[config.mk]
export PLATFORM = sky130hd
export DESIGN_NAME = lap_stopwatch_flat
export DESIGN_NICKNAME = d
export VERILOG_FILES = /design/src/rtl/lap_stopwatch_pkg.sv /design/src/rtl/lap_stopwatch_if.sv /design/src/rtl/lap_fifo.sv /design/src/rtl/lap_stopwatch.sv /design/src/flat_wrapper.sv
export SDC_FILE = /design/constraint.sdc
export NUM_CORES = 1
export LEC_CHECK = 0
export CORE_ASPECT_RATIO = 1.2
export CORE_MARGIN = 2
export CORE_UTILIZATION = 40
export CTS_BUF_LIST = sky130_fd_sc_hd__clkbuf_4
export CTS_CLUSTER_DIAMETER = 200
export DETAILED_ROUTE_END_ITERATION = 7
export PLACE_DENSITY = 0.71
export SYNTH_ARGS = -nofsm -noshare
export SYNTH_HDL_FRONTEND = slang
export SYNTH_SLANG_ARGS = --single-unit
[constraint.sdc]
create_clock -name clk -period 1.74 [get_ports clk]
set_input_delay 0.348 -clock clk [delete_from_list [all_inputs] [get_ports clk]]
set_output_delay 0.348 -clock clk [all_outputs]
set_load 0.01 [all_outputs]
[src/rtl/lap_stopwatch_pkg.sv]
// Shared types and constants for the lap stopwatch block.
package lap_stopwatch_pkg;

  typedef enum logic [1:0] {
    ST_IDLE = 2'd0,
    ST_RUN  = 2'd1,
    ST_HOLD = 2'd2
  } state_e;

  localparam logic DIR_UP   = 1'b0;
  localparam logic DIR_DOWN = 1'b1;

endpackage

[src/rtl/lap_stopwatch_if.sv]
// Lap drain port: FIFO head, flags and consumer ready.
interface lap_stopwatch_if #(
  parameter int DATA_WIDTH = 16
);
  logic [DATA_WIDTH-1:0] lap_data;
  logic                  lap_valid;
  logic                  lap_ready;
  logic                  lap_full;
  logic                  lap_overflow;

  modport master (
    output lap_data, lap_valid, lap_full, lap_overflow,
    input  lap_ready
  );

  modport slave (
    input  lap_data, lap_valid, lap_full, lap_overflow,
    output lap_ready
  );
endinterface

[src/rtl/lap_fifo.sv]
// Synchronous FIFO for captured lap times with flush; head reads as 0 when empty.
module lap_fifo #(
  parameter int DATA_WIDTH = 16,
  parameter int LAP_DEPTH  = 4
) (
  input  logic                  clk,
  input  logic                  reset,
  input  logic                  flush,
  input  logic                  push,
  input  logic                  pop,
  input  logic [DATA_WIDTH-1:0] din,
  output logic [DATA_WIDTH-1:0] dout,
  output logic                  full,
  output logic                  empty
);
  localparam int AW = $clog2(LAP_DEPTH);

  logic [DATA_WIDTH-1:0] mem [LAP_DEPTH];
  logic [AW:0]           wr_ptr;
  logic [AW:0]           rd_ptr;
  logic                  wr_en;
  logic                  rd_en;

  // A pop in the same cycle frees the slot, so a push into a full FIFO is still taken.
  assign wr_en = push && (!full || pop);
  assign rd_en = pop && !empty;

  assign empty = (wr_ptr == rd_ptr);
  assign full  = (wr_ptr[AW] != rd_ptr[AW]) && (wr_ptr[AW-1:0] == rd_ptr[AW-1:0]);
  assign dout  = empty ? '0 : mem[rd_ptr[AW-1:0]];

  always_ff @(posedge clk or posedge reset) begin
    if (reset) begin
      wr_ptr <= '0;
      rd_ptr <= '0;
    end else if (flush) begin
      wr_ptr <= '0;
      rd_ptr <= '0;
    end else begin
      if (wr_en) wr_ptr <= wr_ptr + (AW+1)'(1);
      if (rd_en) rd_ptr <= rd_ptr + (AW+1)'(1);
    end
  end

  always_ff @(posedge clk) begin
    if (wr_en && !flush) mem[wr_ptr[AW-1:0]] <= din;
  end
endmodule

[src/rtl/lap_stopwatch.sv]
// Stopwatch with prescaler, pause/resume and lap FIFO.
// Define LAP_STOPWATCH_DOWN_EN to make dir select down-counting per step.
module lap_stopwatch
  import lap_stopwatch_pkg::*;
#(
  parameter int DATA_WIDTH = 16,
  parameter int MAX        = 99,
  parameter int PRESCALE   = 1,
  parameter int LAP_DEPTH  = 4
) (
  input  logic                  clk,
  input  logic                  reset,
  input  logic                  start,
  input  logic                  stop,
  input  logic                  clear,
  input  logic                  dir,
  input  logic                  lap,
  output logic [DATA_WIDTH-1:0] count,
  output logic                  running,
  output logic                  wrap,
  lap_stopwatch_if.master       lap_port
);
  localparam logic [1:0] IDLE = ST_IDLE;
  localparam logic [1:0] RUN  = ST_RUN;
  localparam logic [1:0] HOLD = ST_HOLD;

  localparam int                  PW      = (PRESCALE > 1) ? $clog2(PRESCALE) : 1;
  localparam logic [PW-1:0]       PS_LAST = PW'(PRESCALE - 1);
  localparam logic [DATA_WIDTH-1:0] CMAX  = DATA_WIDTH'(MAX);

  logic [1:0]            state;
  logic [PW-1:0]         presc;
  logic                  step;
  logic                  will_wrap;
  logic [DATA_WIDTH-1:0] next_count;
  logic                  pop;
  logic                  fifo_full;
  logic                  fifo_empty;
  logic                  overflow;

  // stop and clear both pre-empt a step that would otherwise land on this edge.
  assign step = (state == RUN) && !clear && !stop && (presc == PS_LAST);

  always_comb begin
    will_wrap  = (count == CMAX);
    next_count = will_wrap ? '0 : count + DATA_WIDTH'(1);
`ifdef LAP_STOPWATCH_DOWN_EN
    if (dir == DIR_DOWN) begin
      will_wrap  = (count == '0);
      next_count = will_wrap ? CMAX : count - DATA_WIDTH'(1);
    end
`endif
  end

`ifndef LAP_STOPWATCH_DOWN_EN
  logic unused_dir;
  assign unused_dir = dir;
`endif

  always_ff @(posedge clk or posedge reset) begin
    if (reset) begin
      state <= IDLE;
      presc <= '0;
      count <= '0;
      wrap  <= 1'b0;
    end else begin
      wrap <= step && will_wrap;
      if (clear) begin
        state <= IDLE;
        presc <= '0;
        count <= '0;
      end else if (stop) begin
        if (state == RUN) state <= HOLD;
        presc <= '0;
      end else if (start && (state != RUN)) begin
        state <= RUN;
        presc <= '0;
      end else if (state == RUN) begin
        presc <= (presc == PS_LAST) ? '0 : presc + PW'(1);
        if (step) count <= next_count;
      end
    end
  end

  assign running = (state == RUN);

  // Laps coinciding with clear are discarded silently; only a genuine full drop is sticky.
  assign pop = lap_port.lap_valid && lap_port.lap_ready;

  always_ff @(posedge clk or posedge reset) begin
    if (reset)                               overflow <= 1'b0;
    else if (clear)                          overflow <= 1'b0;
    else if (lap && fifo_full && !pop)       overflow <= 1'b1;
  end

  lap_fifo #(
    .DATA_WIDTH (DATA_WIDTH),
    .LAP_DEPTH  (LAP_DEPTH)
  ) u_fifo (
    .clk   (clk),
    .reset (reset),
    .flush (clear),
    .push  (lap && !clear),
    .pop   (pop),
    .din   (count),
    .dout  (lap_port.lap_data),
    .full  (fifo_full),
    .empty (fifo_empty)
  );

  assign lap_port.lap_valid    = !fifo_empty;
  assign lap_port.lap_full     = fifo_full;
  assign lap_port.lap_overflow = overflow;
endmodule

[src/flat_wrapper.sv]
// flat-port wrapper written by rule: the top's interface ports become plain ports
module lap_stopwatch_flat import lap_stopwatch_pkg::*;
#(
  parameter int DATA_WIDTH = 16,
  parameter int MAX        = 99,
  parameter int PRESCALE   = 1,
  parameter int LAP_DEPTH  = 4
)
  (clk, reset, start, stop, clear, dir, lap, count, running, wrap, lap_port_lap_data, lap_port_lap_valid, lap_port_lap_full, lap_port_lap_overflow, lap_port_lap_ready);
  lap_stopwatch_if #(.DATA_WIDTH(DATA_WIDTH)) lap_port_i ();
  input  logic clk;
  input  logic reset;
  input  logic start;
  input  logic stop;
  input  logic clear;
  input  logic dir;
  input  logic lap;
  output logic [DATA_WIDTH-1:0] count;
  output logic running;
  output logic wrap;
  output wire logic [$bits(lap_port_i.lap_data)-1:0] lap_port_lap_data;
  output wire logic [$bits(lap_port_i.lap_valid)-1:0] lap_port_lap_valid;
  output wire logic [$bits(lap_port_i.lap_full)-1:0] lap_port_lap_full;
  output wire logic [$bits(lap_port_i.lap_overflow)-1:0] lap_port_lap_overflow;
  input wire logic [$bits(lap_port_i.lap_ready)-1:0] lap_port_lap_ready;
  assign lap_port_lap_data = lap_port_i.lap_data;
  assign lap_port_lap_valid = lap_port_i.lap_valid;
  assign lap_port_lap_full = lap_port_i.lap_full;
  assign lap_port_lap_overflow = lap_port_i.lap_overflow;
  assign lap_port_i.lap_ready = lap_port_lap_ready;
  lap_stopwatch #(.DATA_WIDTH(DATA_WIDTH), .MAX(MAX), .PRESCALE(PRESCALE), .LAP_DEPTH(LAP_DEPTH)) u_core (.clk(clk), .reset(reset), .start(start), .stop(stop), .clear(clear), .dir(dir), .lap(lap), .count(count), .running(running), .wrap(wrap), .lap_port(lap_port_i));
endmodule
Figure 1. Placement by cell class.
The bar under the picture is 20 µm long.
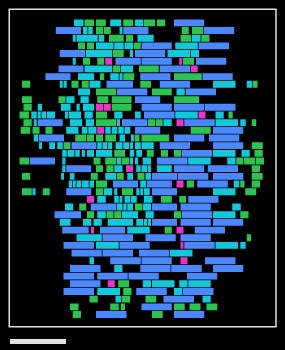
legend:
  clock drivers and dummy loads:
    colour: magenta
    cells: 16
    share_of_their_area: 2.1%
  all other logic:
    colour: cyan
    cells: 158
    share_of_their_area: 28%
  flip-flops:
    colour: blue
    cells: 90
    share_of_their_area: 49%
  other buffers and delay cells:
    colour: green
    cells: 112
    share_of_their_area: 21%

Figure 2. Track usage over the die.
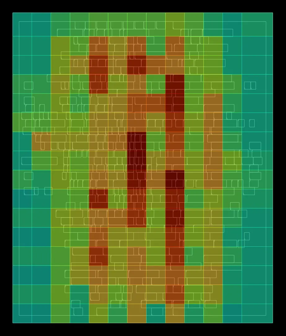
met3 Use GR: 3.52%
final core occ: 57.2%

Figure 3. Sequential cells grouped by signal name.
The bar under the picture is 20 µm long. Other sequential cells in the stronger grey, the rest of the logic in the fainter grey.
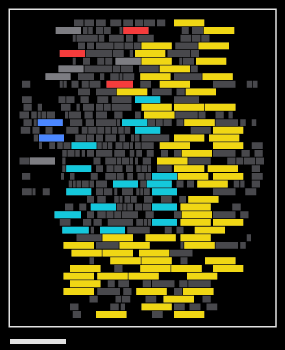
legend:
  `u_core.u_fifo.rd_ptr`:
    colour: red
    placed_flops: 3
  `u_core.count`:
    colour: cyan
    placed_flops: 16
    where: centre
  `u_core.u_fifo.mem`:
    colour: yellow
    placed_flops: 64
  `u_core.state`:
    colour: blue
    placed_flops: 2
Flop area: 2580 µm²
flop share of the area: 47.6%
seq pwr: 2.36 mW

Figure 4. Gate families picked out.
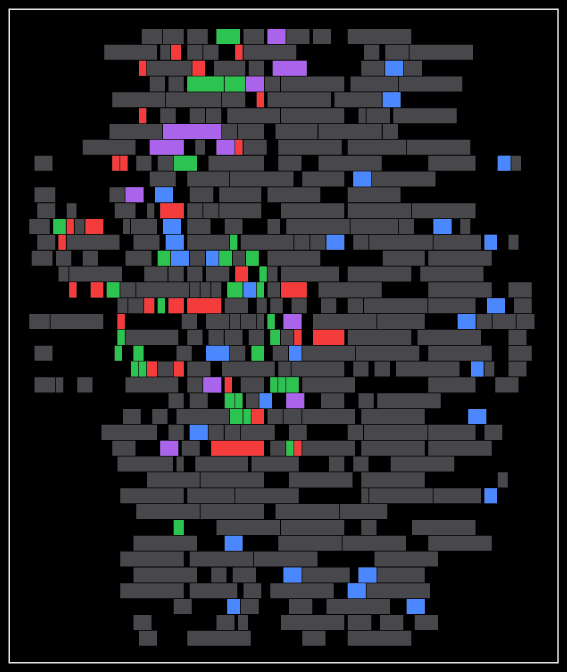
legend:
  NAND gates:
    colour: green
    cells: 31
    most_used: nand2_1
    where: centre
  XOR/XNOR gates:
    colour: purple
    cells: 11
    most_used: xor2_1
  NOR gates:
    colour: red
    cells: 29
    most_used: nor2_1
  AND and OR gates:
    colour: blue
    cells: 28
    most_used: and2_4

==> flow_metrics.env <==
# implementation run metrics
export IMPL_clock_power_uw=987
export IMPL_logic_gates=154
export IMPL_syn_area_um2=3890
export IMPL_clockRootBuffer="clkbuf_4"
export IMPL_yosysMostFrequentCell="edfxtp_1"
export IMPL_max_freq_ghz=0.437
export IMPL_synthTopCellsByArea="edfxtp_1 (49%), dfrtp_1 (17%), mux4_2 (9.3%)"
export IMPL_swShare_pct=26.9
export IMPL_violations="negative setup slack"
export IMPL_wl_per_cell_um=17.9
export IMPL_worstSetupPathType="reg -> out"
export IMPL_yosys_area_um2=3890
export IMPL_powerDensity_nw_per_um2=898
export IMPL_io_pins=45
export IMPL_clockPowerShare_pct=20.3
export IMPL_crit_arrival_ns=1.94
export IMPL_instances_no_fill=499
export IMPL_largest_class="sequential cells"
export IMPL_hold_ws_ns=0.249
export IMPL_design_die_area_um2=10500
export IMPL_yosys_warnings=0
export IMPL_post_place_ws_ns=-0.351
export IMPL_compound_area_share_pct=5.57
export IMPL_synth_cells=256
export IMPL_worst_slack_ns=-0.546
export IMPL_drive_gt1_share_pct=42.0
export IMPL_nWellTaps=123
export IMPL_logic_family="simple AND/OR/NAND/NOR gates"
export IMPL_ant_nets=0
export IMPL_cts_tree="built"
export IMPL_ff_count=90
export IMPL_finalSetupViolCount=85
export IMPL_clkLatencyLatePin_ns=0.44
export IMPL_synth_seq_cells=90
export IMPL_area_share_nonclk_buffers_pct=20.5
export IMPL_synth_top_cell_area_share_pct=49.4
export IMPL_combGateArea_um2=1450
export IMPL_route_detailed_drc=0
export IMPL_wl_mm=8.93
export IMPL_seq_area_frac_synth_pct=66.2
export IMPL_switchingPower_mw=1.31
export IMPL_met2_usage_pct=29.1
export IMPL_mux_share_pct=10.1
export IMPL_power_mw=4.86
export IMPL_n_fill_cell=740
export IMPL_via_per_inst=5.20
export IMPL_relSlewSlack_pct=62.9
export IMPL_routedLengthMet1_mm=3.83
export IMPL_dieWidth_um=94.0
export IMPL_fa_ha_area_share_pct=1.93
export IMPL_synth_edff_count=64
export IMPL_start_kind="register"
export IMPL_drv_cap=0
export IMPL_xor_share_pct=2.67
export IMPL_cts_path_max_buffers=2
export IMPL_seqPwrFrac_pct=48.6
export IMPL_largestPowerGroup="registers"
export IMPL_mostFrequentLayoutCell="edfxtp_1"
export IMPL_status="finished with violations"
export IMPL_async_flop_share_pct=28.9
export IMPL_ctsHoldBuffers=0
export IMPL_vias=2596
export IMPL_largest_reg_flops=64
export IMPL_cts_buffers=9
export IMPL_cts_resized_gates=137
export IMPL_globalRouteOverflowTotal=0
export IMPL_lay_top_cells="edfxtp_1 (64), buf_4 (42), buf_6 (26), dfrtp_1 (23)"
export IMPL_grt_usage_pct=18.3
export IMPL_clk_pin_slew_ns=0.13
export IMPL_io_buffers=43
export IMPL_ys_sh_simple_pct=11.8
export IMPL_grt_pass1_vias=2619
export IMPL_first_iter_violations=215
worst max-delay path, cell delays in order, from the launching register on:
cell and delay, ns:
dfrtp_2 0.45, clkbuf_16 0.17, xnor2_4 0.21, nand3_4 0.12
buf_12 0.16, buf_6 0.11, and2_4 0.15, buf_6 0.11
worst paths after layout:
check,to,slack (ns),startpoint
worst max-delay path,lap_port_lap_data[3],-0.55,u_core.u_fifo.rd_ptr[0]
worst min-delay path,u_core.count[13],0.25,reset
worst max register to register,u_core.u_fifo.mem[2][4],-0.26,u_core.u_fifo.rd_ptr[0]
worst min register to register,u_core.lap_port.lap_overflow,0.51,u_core.lap_port.lap_overflow
max in group asynchronous,u_core.count[1],1.20,reset
min in group clk,u_core.lap_port.lap_overflow,0.51,u_core.lap_port.lap_overflow
Power figures rest on the tool's default switching activity, not on a simulated workload.
